### Metal layers overlaid, run 1

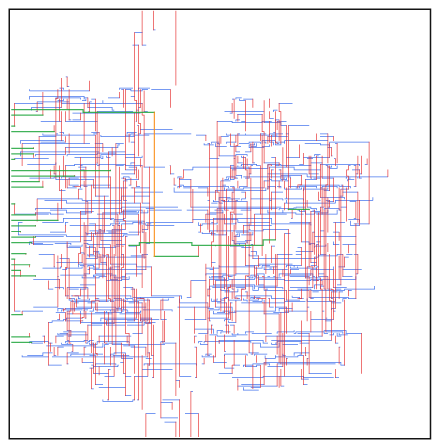
### Close-up of the layout, run 1

Region (32, 12) to (72, 52) microns. Cells in gray, sequential cells in the stronger gray; small squares are vias.
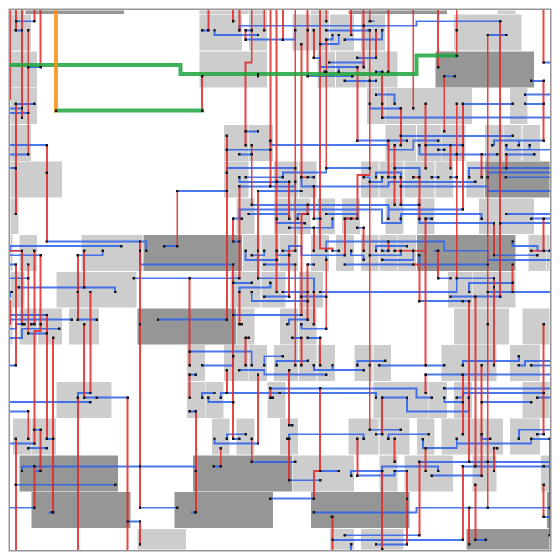
### Cell placement, run 1

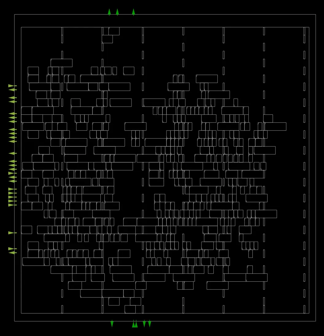
==> config.mk <==
export PLATFORM = sky130hd
export DESIGN_NAME = drv_switch_digit_entry
export DESIGN_NICKNAME = d
export VERILOG_FILES = /design/src/rtl/drv_switch_pkg.sv /design/src/rtl/drv_switch_digit_entry_cnt_timeout.sv /design/src/rtl/drv_switch_digit_entry.sv
export SDC_FILE = /design/constraint.sdc
export NUM_CORES = 1
export LEC_CHECK = 0
export ABC_AREA = 1
export CAP_MARGIN = 15
export CORE_AREA = 2 2 101 103
export CTS_CLUSTER_DIAMETER = 50
export DETAILED_ROUTE_END_ITERATION = 6
export DIE_AREA = 0 0 103 105
export HOLD_SLACK_MARGIN = 0.05
export PLACE_DENSITY = 0.57
export SETUP_SLACK_MARGIN = 0.2
export SKIP_LAST_GASP = 1
export SLEW_MARGIN = 20
export SYNTH_ARGS = -nofsm -noshare
export SYNTH_HDL_FRONTEND = slang
export SYNTH_HIERARCHICAL = 1
export SYNTH_SLANG_ARGS = --single-unit
==> constraint.sdc <==
create_clock -name i_clk -period 5.5 [get_ports i_clk]
set_input_delay 0.825 -clock i_clk [delete_from_list [all_inputs] [get_ports i_clk]]
set_output_delay 0.825 -clock i_clk [all_outputs]
set_load 0.02 [all_outputs]
==> deck_impl_summary.md, run 1 <==
Flow Results at a Glance

Layout
  – Top cells excl fill/tap: nand2_1, nor2_1, dfxtp_1
  – Max reg flops: 26

Clocking
  – Post-CTS Setup Bufs: 0
  – CTS Buffer Depth: 2
  – Worst-Skew Late Latency: 310 ps

GRT
  – Vias in the first global route: roughly 2400
  – First-pass GRT wire length: 11.1 mm

Critical path
  – Setup crit start kind: primary input
  – WP buf/inv: 3
  – Slowest CP cell: clkdlybuf4s50_1
  – Slowest stage delay, CP: 500 ps

Placed design
  – Post-place setup slack: between 2000 and 3000 ps
  – DPL Wire Length: between 5 and 6 mm

Timing
  – Setup-failing EPs final: 0
  – Total negative slack: 0 ps
  – Post-layout period usage: 48.1%
  – Worst slew pin tran: about 450 ps

Synthesis
  – Yosys cell types: 36
  – Synth flops: ~50
  – Syn Area/Cell: about 7.1 sq um

Floorplan
  – Die height: approximately 110 microns
  – Placement row count: 36
  – Fp util: between 30% and 40%

Status
  – Status: complete, no violations

Min path
  – Worst min-delay path class: flop to flop
  – Hold Crit Depth: 2

Job
  – Tool Warnings: 29

Detailed routing
  – Initial DRC count: around 100
  – Vias per std cell: 4.32
Back to the opening pictures, 'Metal layers overlaid':
Key: metal 2 = red [wire length 3030 microns]; metal 4 = orange [wire length 35.4 microns]; metal 3 = green [wire length 238 microns]; metal 1 = blue [wire length 3180 microns]
DR WL/cell: 11.2 microns
overall global routing resource usage: 12.7%
DRT Wirelength: 6.48 mm

Back to the opening pictures, 'Close-up of the layout':
Key: metal 4 = orange; metal 2 = red; metal 3 = green; metal 1 = blue
115 logic cells have their middle in the window. Sequential cells in the window: 11. Most frequent: nand2_1 (24), nor2_1 (15), inv_1 (14).

Back to the opening pictures, 'Cell placement':
Post-Layout Cell Count: 581
fillers: 1067
total core area: 9640 sq um

## run 1: kinds of logic after synthesis
family                     share of synthesized area (%)
AOI/OAI and AO/OA                                   12.2
buffers and inverters                               8.43
adders and majority gates                           2.56
DFF                                                 34.8
and+or+nand+nor                                     40.5
xor gates and xnor gates                            1.49
## run 1: power breakdown
| group | internal [W] | switching [W] | total, W |
|---|---|---|---|
| sequential | 0.000372 | 0.00000260 | 0.000374 |
| clock | 0.0000938 | 0.000140 | 0.000234 |
| combinational | 0.0000221 | 0.0000328 | 0.0000549 |
## run 1: cell usage after synthesis, drive strengths merged
cell type and instances:
a21oi 29, nand3 25, o21ai 25, buf 4, o22ai 1, xnor2 4
or2 2, xor2 1, nor2 95, o211ai 1, clkinv 2, ha 6
nand2 107, nor3b 1, nand4 5, dfxtp 51, inv 49, nor3 2
nor4 1
## run 1: routing by layer
layer,vias up,track usage [%],wire length [microns]
li1,1367,-,-
met1,1112,16.3,3180
met2,31,21.3,3030
met3,2,2.94,238
met4,0,3.01,35
met5,-,0,0
## run 1: worst register-to-register path, delay by kind of cell (launching register included)
family / cells / cell delay [ps]
compound gates: 2 / 190
fa+ha+maj: 1 / 230
buf+inv: 1 / 80
flops: 1 / 380
simple gates: 9 / 1250
## run 1: per-stage QoR
step / cell area (sq um) / power (W)
global route: 3480 / 0.000694
global placement: 3380 / 0.000437
finish: 3480 / 0.000663
detailed placement: 3380 / 0.000438
CTS: 3480 / 0.000677
floorplan: 2940 / 0.000421
## run 1: layout make-up
cell class	count	share of cell area [%]
Tap cell	133	4.79
Inverter	51	5.58
Sequential cell	51	29.4
Timing Repair Buffer	33	9.50
Clock inverter	3	0.792
Clock buffer	5	1.98
Multi-Input combinational cell	305	48.0
==> run 2: changes to the inputs <==
Clock period 5.5 ns to 2.65 ns, I/O delays scaled along.
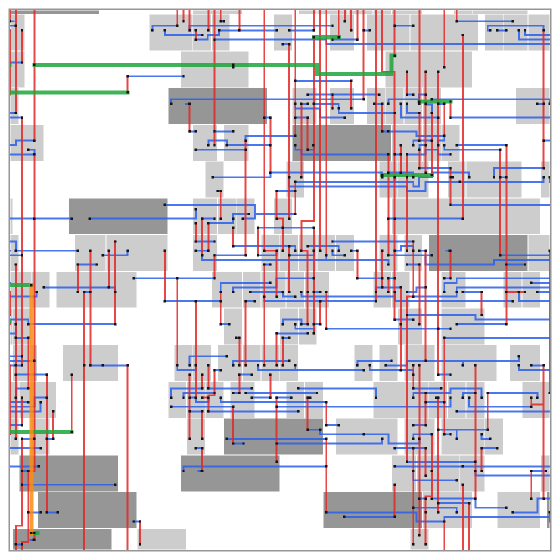
*Close-up of the layout, run 2*
Region (32, 12) to (72, 52) microns. Cells in gray, sequential cells in the stronger gray; small squares are vias.
Key: metal 4 = orange; metal 1 = blue; metal 3 = green; metal 2 = red
Most frequent: nand2_1 (24), nor2_1 (16), inv_1 (15). Sequential cells in the window: 10. 112 logic cells have their middle in the window.

==> run 2 against run 1 <==
- synthesized cell count is the same
- clock power grew 140%
- synthesized area is the same
- utilization grew 0.27 points
- combinational power grew 110%
- worst hold slack gained 4.7 ps
- final cell count grew 0.17%
- largest power group unchanged
- register-to-register slack lost 2900 ps
- clock skew shrank 3.5 ps
==> deck_impl_summary.md, run 2 <==
Flow Results at a Glance

GRT
  – Vias in the first global route: 2456 (was 2447)
  – Overall global routing resource usage: 12.9% (was 12.7%)

Floorplan
  – Placement row count: 36 (unchanged)
  – Die height: 105 microns (unchanged)

Clocking
  – CTS Buffer Depth: 2 (unchanged)
  – Post-CTS Setup Bufs: 0 (unchanged)

Synthesis
  – Commonest cells post-synth: nand2_1, nor2_1, dfxtp_1 (unchanged)
  – Basic Gates by Area: 40.5% (unchanged)
  – Synth top cell by count: nand2_1 (unchanged)
  – Main synth FF type: dfxtp_1 (unchanged)
  – Syn Area/Cell: 7.15 sq um (unchanged)
  – EDFF count, synth: 0 (unchanged)

Critical path
  – WP buf/inv: 1 (was 3)
  – Slowest CP cell: dfxtp_1 (was clkdlybuf4s50_1)

Detailed routing
  – DRT Wirelength: 6.54 mm (was 6.48 mm)
  – DR WL/cell: 11.2 microns (about the same)
  – Vias per std cell: 4.41 (was 4.32)

Layout
  – Top cells excl fill/tap: nand2_1, nor2_1, dfxtp_1 (unchanged)

Timing
  – Post-layout period usage: a little over four fifths

Job
  – Tool Warnings: 29 (unchanged)

Status
  – Status: complete, no violations (unchanged)
## run 2: where the power goes
part           leakage [nW]  switching [W]  total, W  internal, W
sequential            0.411     0.00000549  0.000777     0.000771
clock                0.0548       0.000285  0.000571     0.000285
combinational         0.643      0.0000682  0.000114    0.0000460
total                  1.11       0.000359   0.00146      0.00110
## run 2: area by class of cell
cell class / instances / area (sq um) / share of cell area, %
well taps: 133 / 166 / 4.75
multi-input cells: 305 / 1670 / 47.6
clock inverters: 3 / 46.3 / 1.32
repair buffers: 34 / 338 / 9.64
flip-flops and latches: 51 / 1020 / 29.1
inverters: 51 / 194 / 5.54
clock buffers: 5 / 68.8 / 1.96
## run 2: logic make-up after synthesis
group | Yosys count
buf+inv | 55
fa+ha+maj | 6
flops | 51
simple gates | 238
compound gates | 56
xor+xnor | 5
## run 2: per-layer routing
layer | global-route usage (%) | share of wire, % | routed length, microns
met3 | 2.68 | 4.1 | 270
met1 | 17.6 | 48 | 3150
met4 | 3.10 | 1.2 | 76
met2 | 20.5 | 47 | 3050
met5 | 0 | 0 | 0
## run 2: tightest hold or removal path, cell delays in order, from the launching register on
cell and delay, ps:
dfxtp_1 330, nand2_1 60, a21oi_1 50
## run 2: metrics by stage
stage                     worst slack (ps)  utilization, %  instance area [sq um]  std cells
after floorplan                        591               -                   2940        411
after CTS                              397            36.3                   3500        582
after global placement                 148            35.2                   3390        574
final                                  412            36.3                   3500        582
after detailed placement              84.9            35.2                   3390        574
after global routing                   212            36.3                   3500        582
Power and IR drop assume default switching activity.
